==> src/rtl/axi_rd_arbiter.sv <==
// Round-robin arbiter sharing one AXI read port between icache (0) and dcache (1).
// Define AXI_RD_ARB_PERF_EN to add per-requester grant and wait counters.
module axi_rd_arbiter #(
    parameter int ADDR_W = 64,
    parameter int DATA_W = 64
) (
    input  logic                clk,
    input  logic                reset,
    input  logic [1:0]          s_arvalid,
    input  logic [2*ADDR_W-1:0] s_araddr,
    input  logic [15:0]         s_arlen,
    input  logic [5:0]          s_arsize,
    input  logic [3:0]          s_arburst,
    output logic [1:0]          s_arready,
    output logic [1:0]          s_rvalid,
    output logic [1:0]          s_rlast,
    output logic [DATA_W-1:0]   s_rdata,
    input  logic [1:0]          s_rready,
    output logic                m_axi_arvalid,
    output logic [ADDR_W-1:0]   m_axi_araddr,
    output logic [7:0]          m_axi_arlen,
    output logic [2:0]          m_axi_arsize,
    output logic [1:0]          m_axi_arburst,
    input  logic                m_axi_arready,
    input  logic                m_axi_rvalid,
    input  logic                m_axi_rlast,
    input  logic [DATA_W-1:0]   m_axi_rdata,
    output logic                m_axi_rready,
    output logic                grant_id
`ifdef AXI_RD_ARB_PERF_EN
    ,
    output logic [63:0]         perf_grants,
    output logic [63:0]         perf_wait
`endif
);

    localparam logic [1:0] S_IDLE = 2'd0;
    localparam logic [1:0] S_ADDR = 2'd1;
    localparam logic [1:0] S_DATA = 2'd2;

    logic [1:0]        r_state;
    logic              r_last_grant;
    logic              r_grant;
    logic              r_arvalid;
    logic [ADDR_W-1:0] r_araddr;
    logic [7:0]        r_arlen;
    logic [2:0]        r_arsize;
    logic [1:0]        r_arburst;

    logic              w_winner;
    logic [ADDR_W-1:0] w_sel_addr;
    logic [7:0]        w_sel_len;
    logic [2:0]        w_sel_size;
    logic [1:0]        w_sel_burst;
    logic              w_ar_hs;
    logic              w_in_data;
    logic              w_rready;
    logic              w_r_done;

    // A tie goes to whoever did not own the bus last.
    always_comb begin
        w_winner    = (s_arvalid == 2'b11) ? ~r_last_grant : s_arvalid[1];
        w_sel_addr  = w_winner ? s_araddr[2*ADDR_W-1:ADDR_W] : s_araddr[ADDR_W-1:0];
        w_sel_len   = w_winner ? s_arlen[15:8]   : s_arlen[7:0];
        w_sel_size  = w_winner ? s_arsize[5:3]   : s_arsize[2:0];
        w_sel_burst = w_winner ? s_arburst[3:2]  : s_arburst[1:0];
    end

    assign w_ar_hs   = (r_state == S_ADDR) && m_axi_arready;
    assign w_in_data = (r_state == S_DATA);
    assign w_rready  = w_in_data && s_rready[r_grant];
    assign w_r_done  = w_in_data && m_axi_rvalid && w_rready && m_axi_rlast;

    always_ff @(posedge clk or negedge reset) begin
        if (!reset) begin
            r_state      <= S_IDLE;
            r_last_grant <= 1'b1;
            r_grant      <= 1'b0;
            r_arvalid    <= 1'b0;
            r_araddr     <= '0;
            r_arlen      <= '0;
            r_arsize     <= '0;
            r_arburst    <= '0;
        end else begin
            case (r_state)
                S_IDLE: begin
                    if (|s_arvalid) begin
                        r_grant   <= w_winner;
                        r_araddr  <= w_sel_addr;
                        r_arlen   <= w_sel_len;
                        r_arsize  <= w_sel_size;
                        r_arburst <= w_sel_burst;
                        r_arvalid <= 1'b1;
                        r_state   <= S_ADDR;
                    end
                end
                S_ADDR: begin
                    if (m_axi_arready) begin
                        r_arvalid <= 1'b0;
                        r_state   <= S_DATA;
                    end
                end
                S_DATA: begin
                    if (w_r_done) begin
                        r_last_grant <= r_grant;
                        r_state      <= S_IDLE;
                    end
                end
                default: r_state <= S_IDLE;
            endcase
        end
    end

    always_comb begin
        s_arready[0] = w_ar_hs && !r_grant;
        s_arready[1] = w_ar_hs &&  r_grant;
        s_rvalid[0]  = w_in_data && m_axi_rvalid && !r_grant;
        s_rvalid[1]  = w_in_data && m_axi_rvalid &&  r_grant;
        s_rlast[0]   = w_in_data && m_axi_rlast  && !r_grant;
        s_rlast[1]   = w_in_data && m_axi_rlast  &&  r_grant;
        s_rdata      = w_in_data ? m_axi_rdata : '0;
    end

    assign m_axi_arvalid = r_arvalid;
    assign m_axi_araddr  = r_araddr;
    assign m_axi_arlen   = r_arlen;
    assign m_axi_arsize  = r_arsize;
    assign m_axi_arburst = r_arburst;
    assign m_axi_rready  = w_rready;
    assign grant_id      = r_grant;

`ifdef AXI_RD_ARB_PERF_EN
    logic [1:0][31:0] r_perf_grants;
    logic [1:0][31:0] r_perf_wait;

    always_ff @(posedge clk or negedge reset) begin
        if (!reset) begin
            r_perf_grants <= '0;
            r_perf_wait   <= '0;
        end else begin
            for (int unsigned i = 0; i < 2; i++) begin
                if (s_arready[i])
                    r_perf_grants[i] <= r_perf_grants[i] + 32'd1;
                if (s_arvalid[i] && !s_arready[i])
                    r_perf_wait[i] <= r_perf_wait[i] + 32'd1;
            end
        end
    end

    assign perf_grants = r_perf_grants;
    assign perf_wait   = r_perf_wait;
`endif

endmodule

==> config.mk <==
export PLATFORM = sky130hd
export DESIGN_NAME = axi_rd_arbiter
export DESIGN_NICKNAME = d
export VERILOG_FILES = /design/src/rtl/axi_rd_arbiter.sv
export SDC_FILE = /design/constraint.sdc
export NUM_CORES = 1
export LEC_CHECK = 0
export ABC_AREA = 1
export CAP_MARGIN = 15
export CORE_AREA = 2 2 146 148
export CTS_BUF_LIST = sky130_fd_sc_hd__clkbuf_2 sky130_fd_sc_hd__clkbuf_4 sky130_fd_sc_hd__clkbuf_8
export DETAILED_ROUTE_END_ITERATION = 8
export DIE_AREA = 0 0 148 150
export PLACE_DENSITY = 0.6
export SYNTH_ARGS = -nofsm -noshare
export SYNTH_HDL_FRONTEND = slang
export SYNTH_SLANG_ARGS = --single-unit
==> constraint.sdc <==
create_clock -name clk -period 3.18 [get_ports clk]
set_clock_uncertainty 0.1 [all_clocks]
set_input_delay 0.477 -clock clk [delete_from_list [all_inputs] [get_ports clk]]
set_output_delay 0.477 -clock clk [all_outputs]
set_load 0.01 [all_outputs]
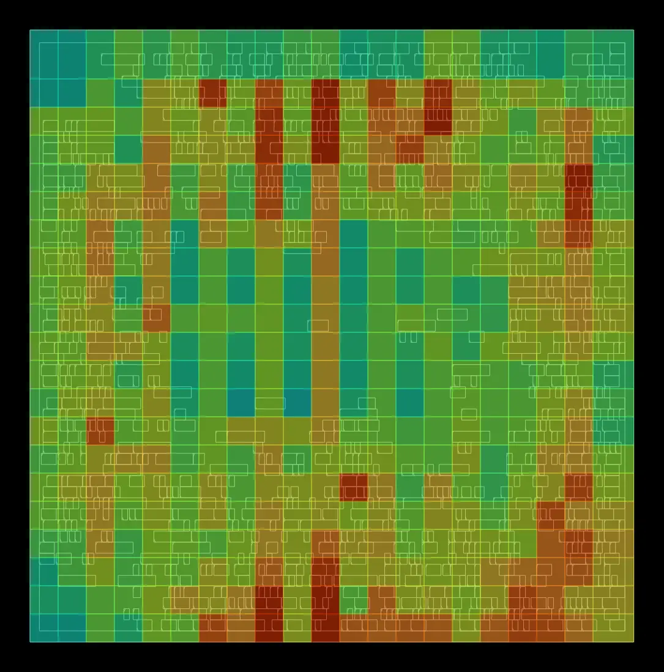
run_1/final_congestion.png
Total GRT Usage: 0.183
wire per inst: 15.2 um
M3 GR Usage: 0.0524
final core occ: 0.446

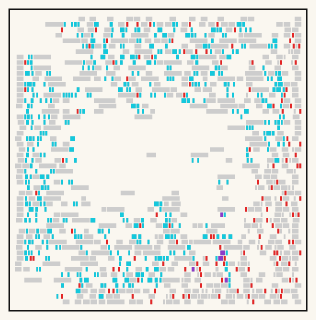
run_1/gate_families.png
Drawn at 2 px/um.
Key: purple = inverting AOI/OAI gates [cells 5]; red = inverters [cells 128, most used inv_1, where all over the die]; cyan = NAND gates [cells 424, most used nand2_1, where all over the die]

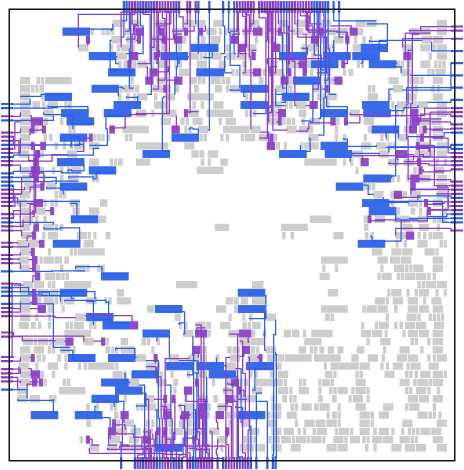
run_1/port_nets.png
Drawn at 3 px/um.
Key: blue = `m_axi_araddr` [bits 64, direction output, end cells 64, buffers 64, wire 2,310 um]; purple = `s_araddr` [bits 128, direction input, end cells 128, buffers 128, wire 2,970 um]
io pins: 377
Port Buffers: 376

==> metrics.cfg, run 1 <==
[global_route]
grt_max_degree=79
grt_pass1_wl_mm=31.3
grt_pass1_vias=5521
gr-usage-met1=0.207
grt-ovfl-total=0
antenna_found_initial=0
busiest_layer=met2
grtUsageMet2=0.328

[final_timing]
worst_pin_slew_ns=0.539
fmax_mhz=367
tns_ns=0
min_period_ns=2.73
rsz0062_at_grt=no
hold_slack_ns=0.376
finalHoldViolations=0
relSlewSlack=0.640
setup_viol=0
drv_slew=0
finalCritPeriodShare=0.857

[logic_synthesis]
yosys_cells=761
synth-xor-area-share=0
syn_inst=761
mux_share=0
top_cell=nand2_1
synth_top_flop_cell=dfrtp_1
ys_sh_aoi=0.00599
synth_top_cell_by_area=dfrtp_1
ys_top_cells_by_area=dfrtp_1, nand2_1, inv_1
yosys_warnings=0
synth_nets=988
postSynthAreaPerCell_um2=6.59
common_cells=nand2_1, inv_1, dfrtp_1
synth_cell_types=17
ys_sh_simple=0.437
syn_area_mm2=0.00502
top_logic_kind=simple AND/OR/NAND/NOR gates
top_cell_area_share=0.404
postSynthSeqShare=0.409

[pwr]
vdd_drop_max_uv=414
p_comb_frac=0.577
p_switching_uw=2590
p_clk_frac=0.138
comb_power_uw=3730
internal-power_uw=3880
swShare=0.401
p_leak_uw=0.00460
powerSeq_uw=1850
total_power_uw=6470
pg_clk_uw=891

[final_layout]
nNonClkBuffers=388
logic_area_mm2=0.00223
comb-cell-share=0.242
dominant-cell-class=non-clock buffers
nNetsFinal=1338
inv_count=128
logic_gates=502
seq-cell-share=0.223
final_cell_area_mm2=0.00922
ff_latch_area_mm2=0.00205
drive_gt1_frac=0.0314
layout_top_cell=clkdlybuf4s50_1
filler_cell_count=2152
layout.nonclk_buf_frac=0.421
lay_top_cells=clkdlybuf4s50_1, nand2_1, inv_1
fin_cells=1391
n_clock_buffer=11
antenna_cells=0
syn2layout_area_growth_pct=83.8

[drt]
wirelength_mm=21.1
vias=5827
dr_wl_met2_mm=10.5
routed_via_density=4.19
wl_met1_mm=8.37
dr.pass1.iters=4
highest_layer=met4
drtAntennaViolNets=0
met3_length_mm=1.58
drt_iter0_markers=228
drc=0

[status]
status=finished clean

[clocking]
insertion_delay_ns=0.36
cts_setup_buffers=0
htreeDepth=3
cts_tree=done
path_clk_slew_ns=0.08
cts-root-buf=clkbuf_8
hold_buffers=1
post_cts_resized=0
cts_buffers=9
cts.sinks=82
clk_path_buf_depth=2

[setup_path]
critical_path.max_stage_delay_ns=0.64
r2r_end=m_axi_araddr[25]$_DFFE_PN0P_
cp_num_buf_inv=3
crit_path_end=s_rdata[44]
worst-setup-path-type=register to primary output
worst_setup_path_end_kind=primary output
r2r_cells=6
cp_data_required_time_ns=2.60
slowest_stage=clkdlybuf4s50_1
critPathLaunchType=register
crit_family=buffers and inverters
timing.rr.start=r_last_grant$_DFFE_PN1P_
timing.critical_path.from=r_state[0]$_DFFE_PN0P_

[floorplan]
die_h_um=150
fp-utilization=0.243
die_x_um=148
rows=53
core-area_mm2=0.0207
die-area_mm2=0.0222
nWellTaps=275

[placed_design]
place_area_mm2=0.00899
hpwl_mm=15.9
post-place-cells=1374

[worst_hold_path]
holdPathEnd=m_axi_araddr[37]$_DFFE_PN0P_
hp-start=m_axi_araddr[37]$_DFFE_PN0P_
hold_depth=2

[job]
warning_count=26
cap_violations=0

## Run 2: what changed since run 1
--- a/config.mk
+++ b/config.mk
@@ -6,12 +6,13 @@
 export NUM_CORES = 1
 export LEC_CHECK = 0
 export ABC_AREA = 1
-export CAP_MARGIN = 15
-export CORE_AREA = 2 2 146 148
+export CAP_MARGIN = 20
+export CORE_AREA = 2 2 145 147
 export CTS_BUF_LIST = sky130_fd_sc_hd__clkbuf_2 sky130_fd_sc_hd__clkbuf_4 sky130_fd_sc_hd__clkbuf_8
 export DETAILED_ROUTE_END_ITERATION = 8
-export DIE_AREA = 0 0 148 150
-export PLACE_DENSITY = 0.6
+export DIE_AREA = 0 0 147 149
+export PLACE_DENSITY = 0.61
+export SETUP_SLACK_MARGIN = 0.3
 export SYNTH_ARGS = -nofsm -noshare
 export SYNTH_HDL_FRONTEND = slang
 export SYNTH_SLANG_ARGS = --single-unit
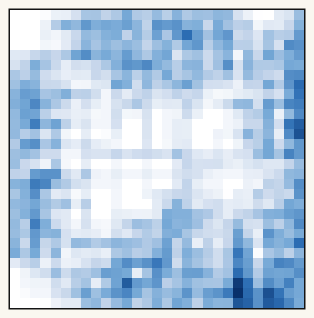
run_2/wire_density.png
Drawn at 2 px/um. 29 x 30 tiles, from white (low) to dark blue (high), scaled to the fullest tile. Values are wire area over tile area, all layers added.
8.3% of the tiles are nearly empty. 17% of the tiles are over half the peak. The emptiest ninth of the die: center.

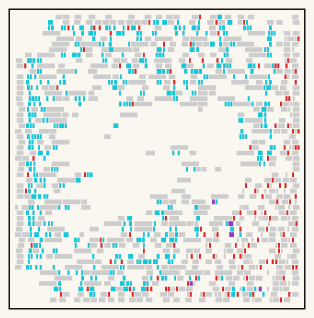
run_2/gate_families.png
Drawn at 2 px/um.
Key: cyan = NAND gates [cells 424, most used nand2_1, where all over the die]; red = inverters [cells 128, most used inv_1, where all over the die]; purple = inverting AOI/OAI gates [cells 5, where south-east]
combinational share of cell area: 0.243
most frequent logic cell in the layout: clkdlybuf4s50_1
fin cells: 1,389

==> run 2 against run 1 <==
Fmax rose by 3.9%. Wire length fell by 3.2%. Highest routed layer unchanged. Die size fell by 1.3%. Global-route usage fell by 0.36 points.
==> metrics.cfg, run 2 <==
[clocking]
cts.sinks=82  ; unchanged
cts_tree=done  ; unchanged
hold_buffers=0  ; was 1
path_clk_slew_ns=0.10  ; was 0.08 ns
htreeDepth=3  ; unchanged
cts_buffers=9  ; unchanged
cts-root-buf=clkbuf_8  ; unchanged
post_cts_resized=0  ; unchanged
cts_setup_buffers=0  ; unchanged
insertion_delay_ns=0.36  ; about the same
clk_path_buf_depth=2  ; unchanged

[drt]
wl_per_cell_um=14.7  ; was 15.2 um
drt_iter0_markers=181  ; was 228
met3_length_mm=1.61  ; was 1.58 mm
drtAntennaViolNets=0  ; unchanged
vias=5792  ; was 5,827
drc=0  ; unchanged
routed_via_density=4.17  ; was 4.19

[floorplan]
fp-utilization=0.244  ; was 0.243
die-area_mm2=0.0219  ; was 0.0222 mm^2
die_h_um=149  ; was 150 um
die_x_um=147  ; was 148 um
io_pins=377  ; unchanged
nWellTaps=275  ; unchanged
rows=53  ; unchanged

[global_route]
antenna_found_initial=0  ; unchanged
grtUsageMet2=0.317  ; was 0.328
grt_max_degree=78  ; was 79
grt_pass1_wl_mm=30.6  ; was 31.3 mm
grt_usage=0.180  ; was 0.183
grt_pass1_vias=5348  ; was 5,521
busiest_layer=met2  ; unchanged

[logic_synthesis]
top_cell=nand2_1  ; unchanged
common_cells=nand2_1, inv_1, dfrtp_1  ; unchanged
synth_top_cell_by_area=dfrtp_1  ; unchanged
syn_inst=761  ; unchanged
synth_nets=988  ; unchanged
synth_top_flop_cell=dfrtp_1  ; unchanged
ys_sh_aoi=0.00599  ; unchanged
ys_sh_simple=0.437  ; unchanged
synth_cell_types=17  ; unchanged
synth-xor-area-share=0  ; unchanged

[final_layout]
logic_gates=502  ; unchanged
n_clock_buffer=11  ; unchanged
seq-cell-share=0.223  ; about the same
lay_top_cells=clkdlybuf4s50_1, nand2_1, inv_1  ; unchanged
fin_util=0.448  ; was 0.446
filler_cell_count=2130  ; was 2,152
dominant-cell-class=non-clock buffers  ; unchanged
logic_area_mm2=0.00223  ; unchanged
nNetsFinal=1336  ; was 1,338
antenna_cells=0  ; unchanged
syn2layout_area_growth_pct=83.4  ; was 83.8%
final_cell_area_mm2=0.00920  ; was 0.00922 mm^2
layout.nonclk_buf_frac=0.423  ; was 0.421

[setup_path]
crit_family=buffers and inverters  ; unchanged
cp_data_required_time_ns=2.60  ; about the same
worst_setup_path_end_kind=primary output  ; unchanged

[job]
cap_violations=0  ; unchanged
warning_count=26  ; unchanged

[pwr]
powerSeq_uw=1850  ; about the same
p_leak_uw=0.00458  ; was 0.00460 uW
total_power_uw=6380  ; was 6470 uW
swShare=0.407  ; was 0.401

[placed_design]
place_area_mm2=0.00900  ; was 0.00899 mm^2
hpwl_mm=15.1  ; was 15.9 mm
post-place-cells=1373  ; was 1,374

[final_timing]
drv_slew=0  ; unchanged
finalCritPeriodShare=0.825  ; was 0.857
rsz0062_at_grt=no  ; unchanged
finalHoldViolations=0  ; unchanged
relSlewSlack=0.491  ; was 0.640
tns_ns=0  ; unchanged
worst_pin_slew_ns=0.764  ; was 0.539 ns

[status]
status=finished clean  ; unchanged

## Run 3: what changed since run 2
--- a/config.mk
+++ b/config.mk
@@ -11,7 +11,7 @@
 export CTS_BUF_LIST = sky130_fd_sc_hd__clkbuf_2 sky130_fd_sc_hd__clkbuf_4 sky130_fd_sc_hd__clkbuf_8
 export DETAILED_ROUTE_END_ITERATION = 8
 export DIE_AREA = 0 0 147 149
-export PLACE_DENSITY = 0.61
+export PLACE_DENSITY = 0.63
 export SETUP_SLACK_MARGIN = 0.3
 export SYNTH_ARGS = -nofsm -noshare
 export SYNTH_HDL_FRONTEND = slang
==> constraint.sdc (replaced) <==
create_clock -name clk -period 2.4 [get_ports clk]
set_clock_uncertainty 0.1 [all_clocks]
set_input_delay 0.36 -clock clk [delete_from_list [all_inputs] [get_ports clk]]
set_output_delay 0.36 -clock clk [all_outputs]
set_load 0.01 [all_outputs]
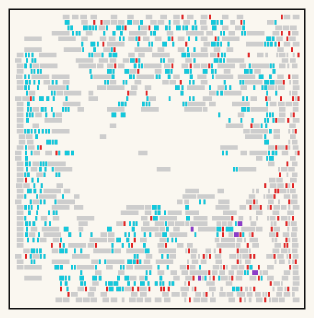
run_3/gate_families.png
Drawn at 2 px/um.
Key: purple = inverting AOI/OAI gates [cells 5, where south-east]; cyan = NAND gates [cells 424, most used nand2_1, where all over the die]; red = inverters [cells 128, most used inv_1, where all over the die]
fin cells: 1,399
combinational share of cell area: 0.242

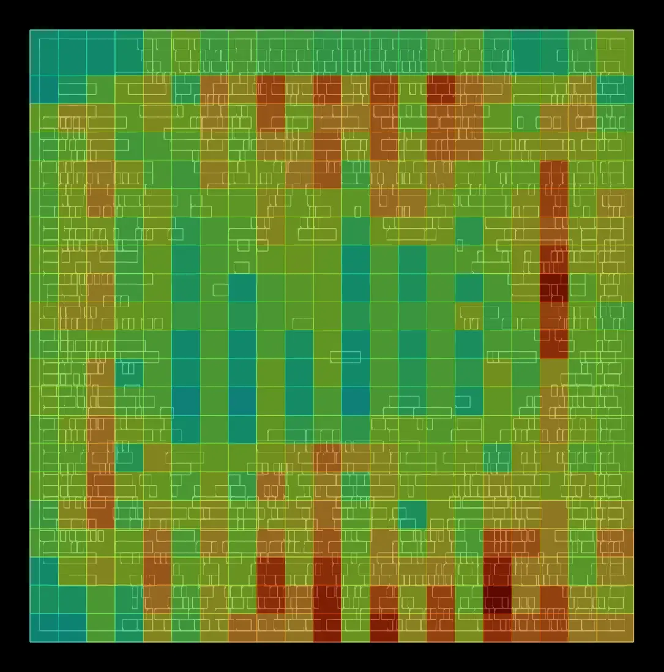
run_3/final_congestion.png
Total GRT Usage: 0.181
GR met2 Demand/Resource: 0.321
met1 Use GR: 0.214

==> run 3 against run 2 <==
Sequential share of layout area is 0.13 points lower. Critical endpoint is now s_rdata[54]. First-iteration DRC count fell by 1.1%. Clock-buffer cell count decreased by 1. Die size unchanged. Sequential cell count is the same.
==> metrics.cfg, run 3 <==
[logic_synthesis]
ys_sh_simple=0.437  ; unchanged
common_cells=nand2_1, inv_1, dfrtp_1  ; unchanged
top_cell=nand2_1  ; unchanged
yosys_warnings=0  ; unchanged
top_logic_kind=simple AND/OR/NAND/NOR gates  ; unchanged
synth-xor-area-share=0  ; unchanged
syn_inst=761  ; unchanged
synth_nets=988  ; unchanged
ys_top_cells_by_area=dfrtp_1, nand2_1, inv_1  ; unchanged
top_cell_area_share=0.404  ; unchanged
synth_cell_types=17  ; unchanged
synth_top_cell_by_area=dfrtp_1  ; unchanged
postSynthAreaPerCell_um2=6.59  ; unchanged
mux_share=0  ; unchanged
yosys_cells=761  ; unchanged
ys_sh_aoi=0.00599  ; unchanged
postSynthSeqShare=0.409  ; unchanged
syn_area_mm2=0.00502  ; unchanged
synth_top_flop_cell=dfrtp_1  ; unchanged

[drt]
drc=0  ; unchanged
dr_wl_met2_mm=10.0  ; was 10.1 mm
vias=5861  ; was 5,792
met3_length_mm=1.63  ; was 1.61 mm
dr.pass1.iters=5  ; was 4
wl_per_cell_um=14.6  ; was 14.7 um
wl_met1_mm=8.13  ; was 8.15 mm
drtAntennaViolNets=0  ; unchanged
drt_iter0_markers=179  ; was 181
highest_layer=met5  ; was met4
routed_via_density=4.19  ; was 4.17
wirelength_mm=20.4  ; about the same

[job]
cap_violations=0  ; unchanged
warning_count=27  ; was 26

[final_layout]
antenna_cells=0  ; unchanged
drive_gt1_frac=0.0463  ; was 0.0305
final_cell_area_mm2=0.00926  ; was 0.00920 mm^2
logic_gates=502  ; unchanged
ff_latch_area_mm2=0.00205  ; about the same
lay_top_cells=clkdlybuf4s50_1, nand2_1, inv_1  ; unchanged
fin_util=0.451  ; was 0.448
nNonClkBuffers=396  ; was 386
inv_count=128  ; unchanged
nNetsFinal=1346  ; was 1,336
seq-cell-share=0.222  ; was 0.223
filler_cell_count=2117  ; was 2,130
syn2layout_area_growth_pct=84.6  ; was 83.4%
layout.nonclk_buf_frac=0.427  ; was 0.423
logic_area_mm2=0.00224  ; was 0.00223 mm^2

[clocking]
cts_setup_buffers=4  ; was 0
cts-root-buf=clkbuf_8  ; unchanged
clk_path_buf_depth=2  ; unchanged
post_cts_resized=79  ; was 0
hold_buffers=1  ; was 0
cts_tree=done  ; unchanged
htreeDepth=3  ; unchanged
path_clk_slew_ns=0.09  ; was 0.10 ns
cts.sinks=82  ; unchanged

[global_route]
grt_use_met3=0.0535  ; was 0.0502
grt-ovfl-total=0  ; unchanged
grt_max_degree=78  ; unchanged
antenna_found_initial=1  ; was 0
grt_pass1_wl_mm=31.0  ; was 30.6 mm
grt_pass1_vias=5559  ; was 5,348
busiest_layer=met2  ; unchanged

[final_timing]
finalCritPeriodShare=0.834
worst_pin_slew_ns=0.605  ; was 0.764 ns
setup_viol=0  ; unchanged
fmax_mhz=500
min_period_ns=2.00
drv_slew=0  ; unchanged
relSlewSlack=0.597  ; was 0.491
rsz0062_at_grt=no  ; unchanged
finalHoldViolations=0  ; unchanged
tns_ns=0  ; unchanged
hold_slack_ns=0.346  ; was 0.0303 ns

[floorplan]
io_pins=377  ; unchanged
rows=53  ; unchanged
die_x_um=147  ; unchanged
core-area_mm2=0.0206  ; unchanged
fp-utilization=0.244  ; unchanged

[placed_design]
numPortBuffers=376  ; unchanged
hpwl_mm=15.5  ; was 15.1 mm
place_area_mm2=0.00908  ; was 0.00900 mm^2

[setup_path]
critical_path.max_stage_delay_ns=0.39  ; was 0.59 ns
worst-setup-path-type=register to primary output  ; unchanged
arrival_ns=1.54  ; was 2.05 ns
cp_num_buf_inv=3  ; unchanged
r2r_end=m_axi_arlen[1]$_DFFE_PN0P_  ; was m_axi_arsize[1]$_DFFE_PN0P_
cp_data_required_time_ns=1.94  ; was 2.60 ns
slowest_stage=dfrtp_1  ; was clkdlybuf4s50_1
crit_path_end=s_rdata[54]  ; was m_axi_rready
crit_family=buffers and inverters  ; unchanged
crit_chain=inv_1 > nand2_4 > buf_12 > nor2_1 > dlygate4sd2_1  ; was inv_1 > nand2_2 > buf_4 > a21oi_1 > clkdlybuf4s50_1
worst_setup_path_end_kind=primary output  ; unchanged
timing.rr.start=r_state[1]$_DFFE_PN0P_  ; was r_last_grant$_DFFE_PN1P_
timing.critical_path.from=r_state[0]$_DFFE_PN0P_  ; unchanged

[worst_hold_path]
hold_depth=4
holdPathEnd=m_axi_araddr[55]$_DFFE_PN0P_

[pwr]
vdd_drop_max_uv=450  ; was 383 uV
p_leak_uw=0.00498  ; was 0.00458 uW
pg_clk_uw=976  ; was 771 uW
internal-power_uw=4940  ; was 3780 uW
p_switching_uw=3460  ; was 2590 uW
p_comb_frac=0.592  ; was 0.588
comb_power_uw=4970  ; was 3750 uW
p_clk_frac=0.116  ; was 0.121
total_power_uw=8410  ; was 6380 uW
swShare=0.412  ; was 0.407
powerSeq_uw=2460  ; was 1850 uW

[status]
status=finished clean  ; unchanged

Power is estimated from default activity; no workload was simulated.
